## src/rtl/uart_pkg.sv

```systemverilog
// Shared types for the configurable UART transmitter.
// Holds FSM states, parity modes and data-width helpers.
package uart_pkg;

    typedef enum logic [2:0] {
        IDLE,
        START,
        DATA,
        PARITY,
        STOP
    } state_t;

    typedef enum logic [1:0] {
        PAR_NONE,
        PAR_EVEN,
        PAR_ODD,
        PAR_MARK
    } parity_e;

    localparam logic [1:0] DB_5 = 2'b00;
    localparam logic [1:0] DB_6 = 2'b01;
    localparam logic [1:0] DB_7 = 2'b10;
    localparam logic [1:0] DB_8 = 2'b11;

    function automatic logic [3:0] data_bits_cnt(
        input logic [1:0] db
    );
        logic [3:0] n;
        n = 4'd8;
        unique case (db)
            DB_5: n = 4'd5;
            DB_6: n = 4'd6;
            DB_7: n = 4'd7;
            DB_8: n = 4'd8;
        endcase
        return n;
    endfunction

endpackage

```

## src/rtl/uart_fifo_sync.sv

```systemverilog
// Small synchronous FIFO feeding the transmitter.
// Ports: push/pop with wdata/rdata, full/empty flags.
module uart_fifo_sync #(
    parameter int WIDTH = 8,
    parameter int DEPTH = 4
) (
    input  logic             clk,
    input  logic             rst_,
    input  logic             push,
    input  logic             pop,
    input  logic [WIDTH-1:0] wdata,
    output logic [WIDTH-1:0] rdata,
    output logic             full,
    output logic             empty
);

    localparam int AW = $clog2(DEPTH);

    logic [WIDTH-1:0] r_mem [DEPTH];
    logic [AW-1:0]    r_wr;
    logic [AW-1:0]    r_rd;
    logic [AW:0]      r_cnt;
    logic             w_push;
    logic             w_pop;

    assign full   = (r_cnt == (AW+1)'(DEPTH));
    assign empty  = (r_cnt == '0);
    assign w_push = push && !full;
    assign w_pop  = pop && !empty;
    assign rdata  = r_mem[r_rd];

    always_ff @(posedge clk) begin
        if (w_push) begin
            r_mem[r_wr] <= wdata;
        end
    end

    always_ff @(posedge clk or negedge rst_) begin
        if (!rst_) begin
            r_wr  <= '0;
            r_rd  <= '0;
            r_cnt <= '0;
        end else begin
            if (w_push) r_wr <= r_wr + 1'b1;
            if (w_pop)  r_rd <= r_rd + 1'b1;
            unique case ({w_push, w_pop})
                2'b10:   r_cnt <= r_cnt + 1'b1;
                2'b01:   r_cnt <= r_cnt - 1'b1;
                default: r_cnt <= r_cnt;
            endcase
        end
    end

endmodule

```

## src/rtl/uart_tx_cfg.sv

```systemverilog
// Runtime-configurable UART transmitter (5-8 data, parity, 1/2 stop).
// Ports: tx_valid/tx_data/tx_ready in, cfg_* frame setup, tx_serial out.
module uart_tx_cfg
    import uart_pkg::*;
#(
    parameter int CLK_FREQ   = 50_000_000,
    parameter int BAUD_RATE  = 115200,
    parameter int DIV_WIDTH  = 16,
    parameter int FIFO_DEPTH = 4
) (
    input  logic                 clk,
    input  logic                 rst_,
    input  logic                 tx_valid,
    input  logic [7:0]           tx_data,
    output logic                 tx_ready,
    input  logic [DIV_WIDTH-1:0] cfg_div,
    input  logic [1:0]           cfg_data_bits,
    input  logic [1:0]           cfg_parity,
    input  logic                 cfg_stop2,
    output logic                 tx_serial,
    output logic                 tx_busy,
    output logic                 tx_idle
);

    localparam logic [DIV_WIDTH-1:0] DEF_DIV =
        DIV_WIDTH'(CLK_FREQ / BAUD_RATE);

    state_t               r_state;
    logic [DIV_WIDTH-1:0] r_cnt;
    logic [DIV_WIDTH-1:0] r_div;
    logic [2:0]           r_bits;
    logic [2:0]           r_last;
    logic [7:0]           r_shift;
    parity_e              r_par_mode;
    logic                 r_stop2;
    logic                 r_par;
    logic                 r_serial;
    logic                 r_busy;

    logic                 w_full;
    logic                 w_empty;
    logic [7:0]           w_fifo_data;
    logic [DIV_WIDTH-1:0] w_cfg_div;
    logic                 w_tick;
    logic                 w_last_stop;
    logic                 w_pop;
    logic                 w_par_bit;

    uart_fifo_sync #(
        .WIDTH (8),
        .DEPTH (FIFO_DEPTH)
    ) u_fifo (
        .clk   (clk),
        .rst_  (rst_),
        .push  (tx_valid),
        .pop   (w_pop),
        .wdata (tx_data),
        .rdata (w_fifo_data),
        .full  (w_full),
        .empty (w_empty)
    );

    assign tx_ready  = !w_full;
    assign tx_serial = r_serial;
    assign tx_busy   = r_busy;
    assign tx_idle   = (r_state == IDLE) && w_empty;

    assign w_cfg_div = (cfg_div == '0) ? DEF_DIV : cfg_div;
    assign w_tick    = (r_cnt == r_div - 1'b1);

    // Second stop period is tracked in r_bits[0].
    assign w_last_stop = (r_state == STOP) && w_tick &&
                         (!r_stop2 || r_bits[0]);

    // Pop from IDLE or straight out of the last stop bit,
    // so frames chain without an idle gap.
    assign w_pop = !w_empty &&
                   ((r_state == IDLE) || w_last_stop);

    always_comb begin
        w_par_bit = 1'b1;
        unique case (r_par_mode)
            PAR_EVEN: w_par_bit = r_par;
            PAR_ODD:  w_par_bit = !r_par;
            default:  w_par_bit = 1'b1;
        endcase
    end

    always_ff @(posedge clk or negedge rst_) begin
        if (!rst_) begin
            r_state    <= IDLE;
            r_cnt      <= '0;
            r_div      <= '0;
            r_bits     <= '0;
            r_last     <= '0;
            r_shift    <= '0;
            r_par_mode <= PAR_NONE;
            r_stop2    <= 1'b0;
            r_par      <= 1'b0;
            r_serial   <= 1'b1;
            r_busy     <= 1'b0;
        end else begin
            if (r_state != IDLE) begin
                r_cnt <= w_tick ? '0 : r_cnt + 1'b1;
            end
            if (w_pop) begin
                r_shift    <= w_fifo_data;
                r_div      <= w_cfg_div;
                r_last     <= 3'(data_bits_cnt(cfg_data_bits) - 4'd1);
                r_par_mode <= parity_e'(cfg_parity);
                r_stop2    <= cfg_stop2;
                r_par      <= 1'b0;
                r_bits     <= '0;
                r_cnt      <= '0;
                r_serial   <= 1'b0;
                r_busy     <= 1'b1;
                r_state    <= START;
            end else begin
                unique case (r_state)
                    IDLE: begin
                        r_serial <= 1'b1;
                        r_busy   <= 1'b0;
                    end
                    START: if (w_tick) begin
                        r_serial <= r_shift[0];
                        r_par    <= r_shift[0];
                        r_shift  <= r_shift >> 1;
                        r_bits   <= '0;
                        r_state  <= DATA;
                    end
                    DATA: if (w_tick) begin
                        if (r_bits == r_last) begin
                            r_bits <= '0;
                            if (r_par_mode != PAR_NONE) begin
                                r_serial <= w_par_bit;
                                r_state  <= PARITY;
                            end else begin
                                r_serial <= 1'b1;
                                r_state  <= STOP;
                            end
                        end else begin
                            r_bits   <= r_bits + 1'b1;
                            r_serial <= r_shift[0];
                            r_par    <= r_par ^ r_shift[0];
                            r_shift  <= r_shift >> 1;
                        end
                    end
                    PARITY: if (w_tick) begin
                        r_serial <= 1'b1;
                        r_bits   <= '0;
                        r_state  <= STOP;
                    end
                    STOP: if (w_tick) begin
                        if (w_last_stop) begin
                            r_busy  <= 1'b0;
                            r_state <= IDLE;
                        end else begin
                            r_bits <= 3'd1;
                        end
                    end
                    default: r_state <= IDLE;
                endcase
            end
        end
    end

endmodule

```

## config.mk

```make
export PLATFORM = sky130hd
export DESIGN_NAME = uart_tx_cfg
export DESIGN_NICKNAME = d
export VERILOG_FILES = /design/src/rtl/uart_pkg.sv /design/src/rtl/uart_fifo_sync.sv /design/src/rtl/uart_tx_cfg.sv
export SDC_FILE = /design/constraint.sdc
export NUM_CORES = 1
export LEC_CHECK = 0
export CAP_MARGIN = 20
export CELL_PAD_IN_SITES_DETAIL_PLACEMENT = 1
export CELL_PAD_IN_SITES_GLOBAL_PLACEMENT = 1
export CORE_UTILIZATION = 51
export CTS_CLUSTER_SIZE = 14
export DETAILED_ROUTE_END_ITERATION = 10
export PLACE_DENSITY = 0.87
export SETUP_SLACK_MARGIN = 0.3
export SLEW_MARGIN = 20
export SYNTH_ARGS = -nofsm -noshare
export SYNTH_HDL_FRONTEND = slang
export SYNTH_HIERARCHICAL = 1
export SYNTH_SLANG_ARGS = --single-unit
```

## constraint.sdc

```tcl
create_clock -name clk -period 6.7 [get_ports clk]
set_input_delay 1.34 -clock clk [delete_from_list [all_inputs] [get_ports clk]]
set_output_delay 1.34 -clock clk [all_outputs]
set_load 0.1 [all_outputs]
```

Run 1, clock wiring as the flow saved it:
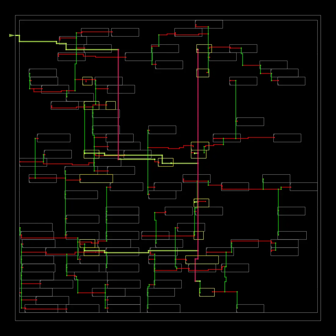
cts bufs inserted: 9
CLK BUF: 9
Sink Count: 94
Clock Power: 0.446 mW

Run 1, register map, names as in the netlist:
Scale: 4 px per um. Other sequential cells in the stronger gray, the rest of the logic in the fainter gray.
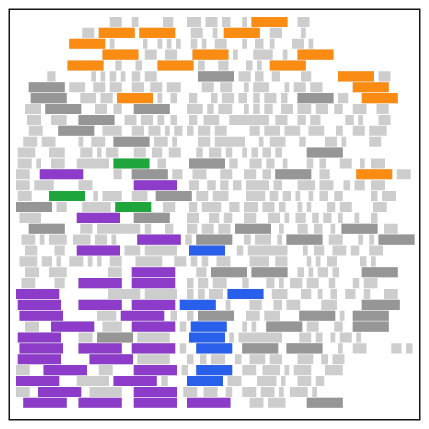
color	signal	flops
purple	u_fifo/r_mem	32
green	u_fifo/r_cnt	3
blue	r_shift	8
orange	r_cnt	16
not colored	35
register share of the cell area: 43.3%
P_seq: 1.02 mW

Run 1, met4 routing:
Scale: 6 px per um. Supply wires on this layer in gray. Cells faint in the background.
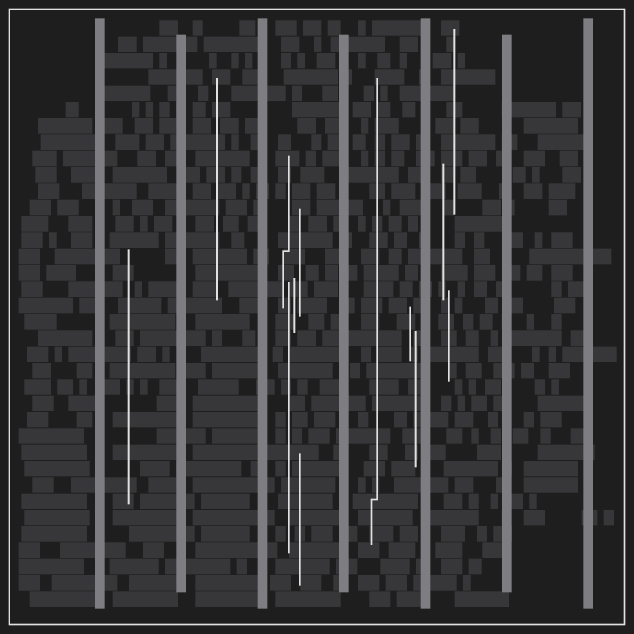
wire length on this layer	376 um
nets with wire on the layer	13
longest straight run	70.1 um
total number of vias: 3687
DRT Wirelength: 13200 um

==> impl_metrics.yaml, run 1 <==
# flow metrics
run_status:
  status: "completed"
synth:
  floorplan.nets: 491
  synth.distinct_cells: 72
  synthSimpleGateAreaFrac_pct: 16.9
die:
  rows: 36
  io-pin-count: 36
min_path:
  holdPathEnd: "tx_serial"
critical_path:
  cp_max_fo: 27
  r2r_cells: 16
  max_stage_delay_ns: 0.66
  cp_top_family: "AND-OR/OR-AND gates"
  endpoint: "u_fifo/r_cnt[2]"
  rr_startpoint: "r_div[0]"
run:
  warnings: 32
global_route:
  grt_use_total_pct: 28.3
  met1_usage_pct: 36.6
clocking:
  clock_path_buffers: 2
  clk_pin_slew_worst_paths_ns: 0.10
final_timing:
  timing.final.ws_setup_ns: 1.65
  fmax_mhz: 198
placement:
  dp_slack_ns: 1.75
  placed_area_um2: 5560
layout:
  flop_area_um2: 2510
pwr:
  power.internal_mw: 1.45
==> run 2: changes to the inputs <==
CORE_UTILIZATION = 48   (was 51)
PLACE_DENSITY = 0.82   (was 0.87)
clock period = 4.9 ns   (was 6.7 ns; I/O delays follow)
==> run 2 against run 1 <==
Net effect:
- fmax increased by 18%
- total power increased by 33%
- combinational power increased by 37%
- via count increased by 2.2%
- worst setup slack got worse by 1.0 ns
- synthesized cell count unchanged
- area after synthesis unchanged
- sequential share of layout area increased by 0.24 points
- sequential power increased by 37%
- cell count increased by 0.82%
- critical path type unchanged
- critical endpoint unchanged
- largest cell class unchanged
==> impl_metrics.yaml, run 2 <==
# flow metrics
die:
  io-pin-count: 36
  die_area_um2: 11100
  rows: 37
synth:
  synth.distinct_cells: 72
  synthSimpleGateAreaFrac_pct: 16.9
critical_path:
  cp_top_family: "AND-OR/OR-AND gates"
  rr_startpoint: "r_div[0]"
  cp_max_fo: 10
  max_stage_delay_ns: 0.62
placement:
  dp_slack_ns: 0.503
  post-dp-hpwl_um: 9570
global_route:
  met1_usage_pct: 37.2
  grt_use_total_pct: 26.2
clocking:
  clock_path_buffers: 2
  numCtsBuffers: 9
  clk_pin_slew_worst_paths_ns: 0.10
pwr:
  seq-power_mw: 1.40
  powerClk_mw: 0.514
  power.internal_mw: 1.91
  p_comb_mw: 1.37
run_status:
  status: "completed"
final_timing:
  timing.final.ws_setup_ns: 0.610
  rsz0062_at_grt: "false"
layout:
  seq-cell-share_pct: 43.6
  flop_area_um2: 2510
  clkbuf_count: 12
detailed_routing:
  routed-via-count: 3767
  drt-total-wl_um: 13300
min_path:
  holdPathEnd: "tx_busy"
run:
  warnings: 32
Run 2, placement density heat map:
Scale: 4 px per um. The die is cut into 11 by 11 equal tiles; white is low, dark blue is high, 0 to 100% covered.
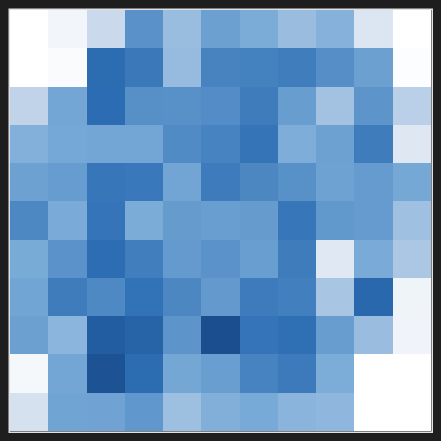
tiles over 75% full	7.4%
nearly empty tiles	6.6%
mean over tiles	50%
fullest tile	88%
emptiest ninth of the die	south-east
Final Util: 55.9%
initial core utilization: 49.7%
core area: 10300 um2

Run 2, signal wires by layer:
Scale: 4 px per um.
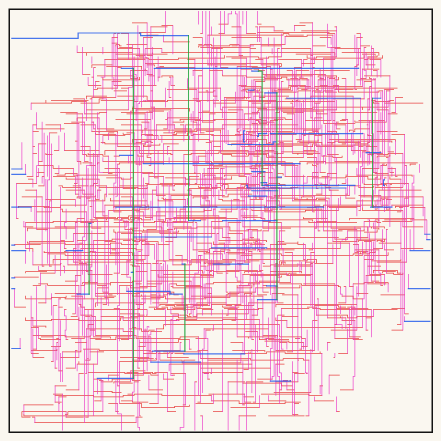
color	layer	wire length
magenta	met2	6390 um
green	met4	272 um
red	met1	6120 um
blue	met3	515 um

==> run 3: changes to the inputs <==
clock period = 4.2 ns   (was 4.9 ns; I/O delays follow)
==> run 3 against run 2 <==
Net effect:
- clock power rose by 23%
- non-clock buffer count rose by 12
- combinational power rose by 25%
- count of clock-buffer cells in the layout decreased by 2
- total power rose by 20%
- global-route usage shrank 0.42 points
- die area unchanged
- cell count grew 1.9%
- flip-flop count is the same
- worst hold slack worse by 0.025 ns
- sequential power is 14% higher
- area after synthesis did not move
- critical endpoint unchanged
==> impl_metrics.yaml, run 3 <==
# flow metrics
run_status:
  status: "completed"
die:
  rows: 37
  initial_core_util_pct: 49.7
  fp.coreArea_um2: 10300
  io-pin-count: 36
critical_path:
  cp_top_family: "AND-OR/OR-AND gates"
  max_stage_delay_ns: 0.50
  cp_max_fo: 6
  endpoint: "u_fifo/r_cnt[2]"
  rr_startpoint: "r_div[0]"
  r2r_cells: 16
  crit_slowest_cell: "or4b_4"
placement:
  dp_slack_ns: 0.230
  post-dp-hpwl_um: 9580
  placed_area_um2: 5670
final_timing:
  timing.final.ws_setup_ns: 0.378
  rsz0062_at_grt: "false"
pwr:
  powerClk_mw: 0.631
  power.internal_mw: 2.33
layout:
  clkbuf_count: 10
  flop_area_um2: 2520
global_route:
  met1_usage_pct: 34.2
  gr-usage-met3_pct: 4.08
  busiest_layer: "met2"
  grt_use_total_pct: 25.8
clocking:
  cts_sinks: 94
  clock_path_buffers: 2
detailed_routing:
  drt-total-wl_um: 13200
  routed-via-count: 3782
min_path:
  holdPathEnd: "tx_busy"
synth:
  synthSimpleGateAreaFrac_pct: 16.9
run:
  warnings: 33
Run 3, placement density heat map:
Scale: 4 px per um. The die is cut into 11 by 11 equal tiles; white is low, dark blue is high, 0 to 100% covered.
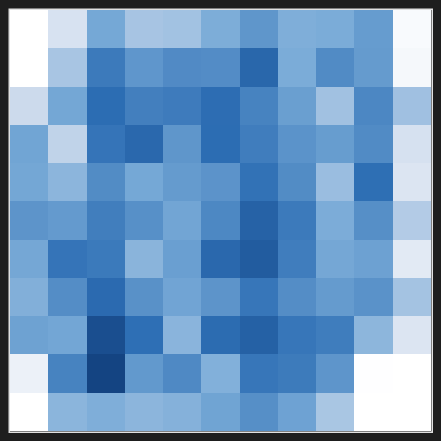
mean over tiles	52%
nearly empty tiles	5.8%
emptiest ninth of the die	south-east
Final Util: 57.7%

Run 3, register map, names as in the netlist:
Scale: 4 px per um. Other sequential cells in the stronger gray, the rest of the logic in the fainter gray.
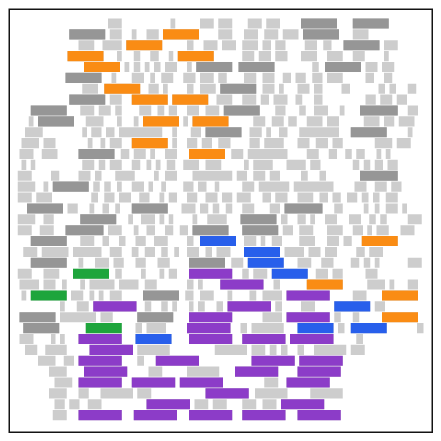
color	signal	flops
blue	r_shift	8
green	u_fifo/r_cnt	3
purple	u_fifo/r_mem	32
orange	r_cnt	16
not colored	35
register share of the cell area: 42.3%
P_seq: 1.60 mW

Power is estimated from default activity; no workload was simulated.
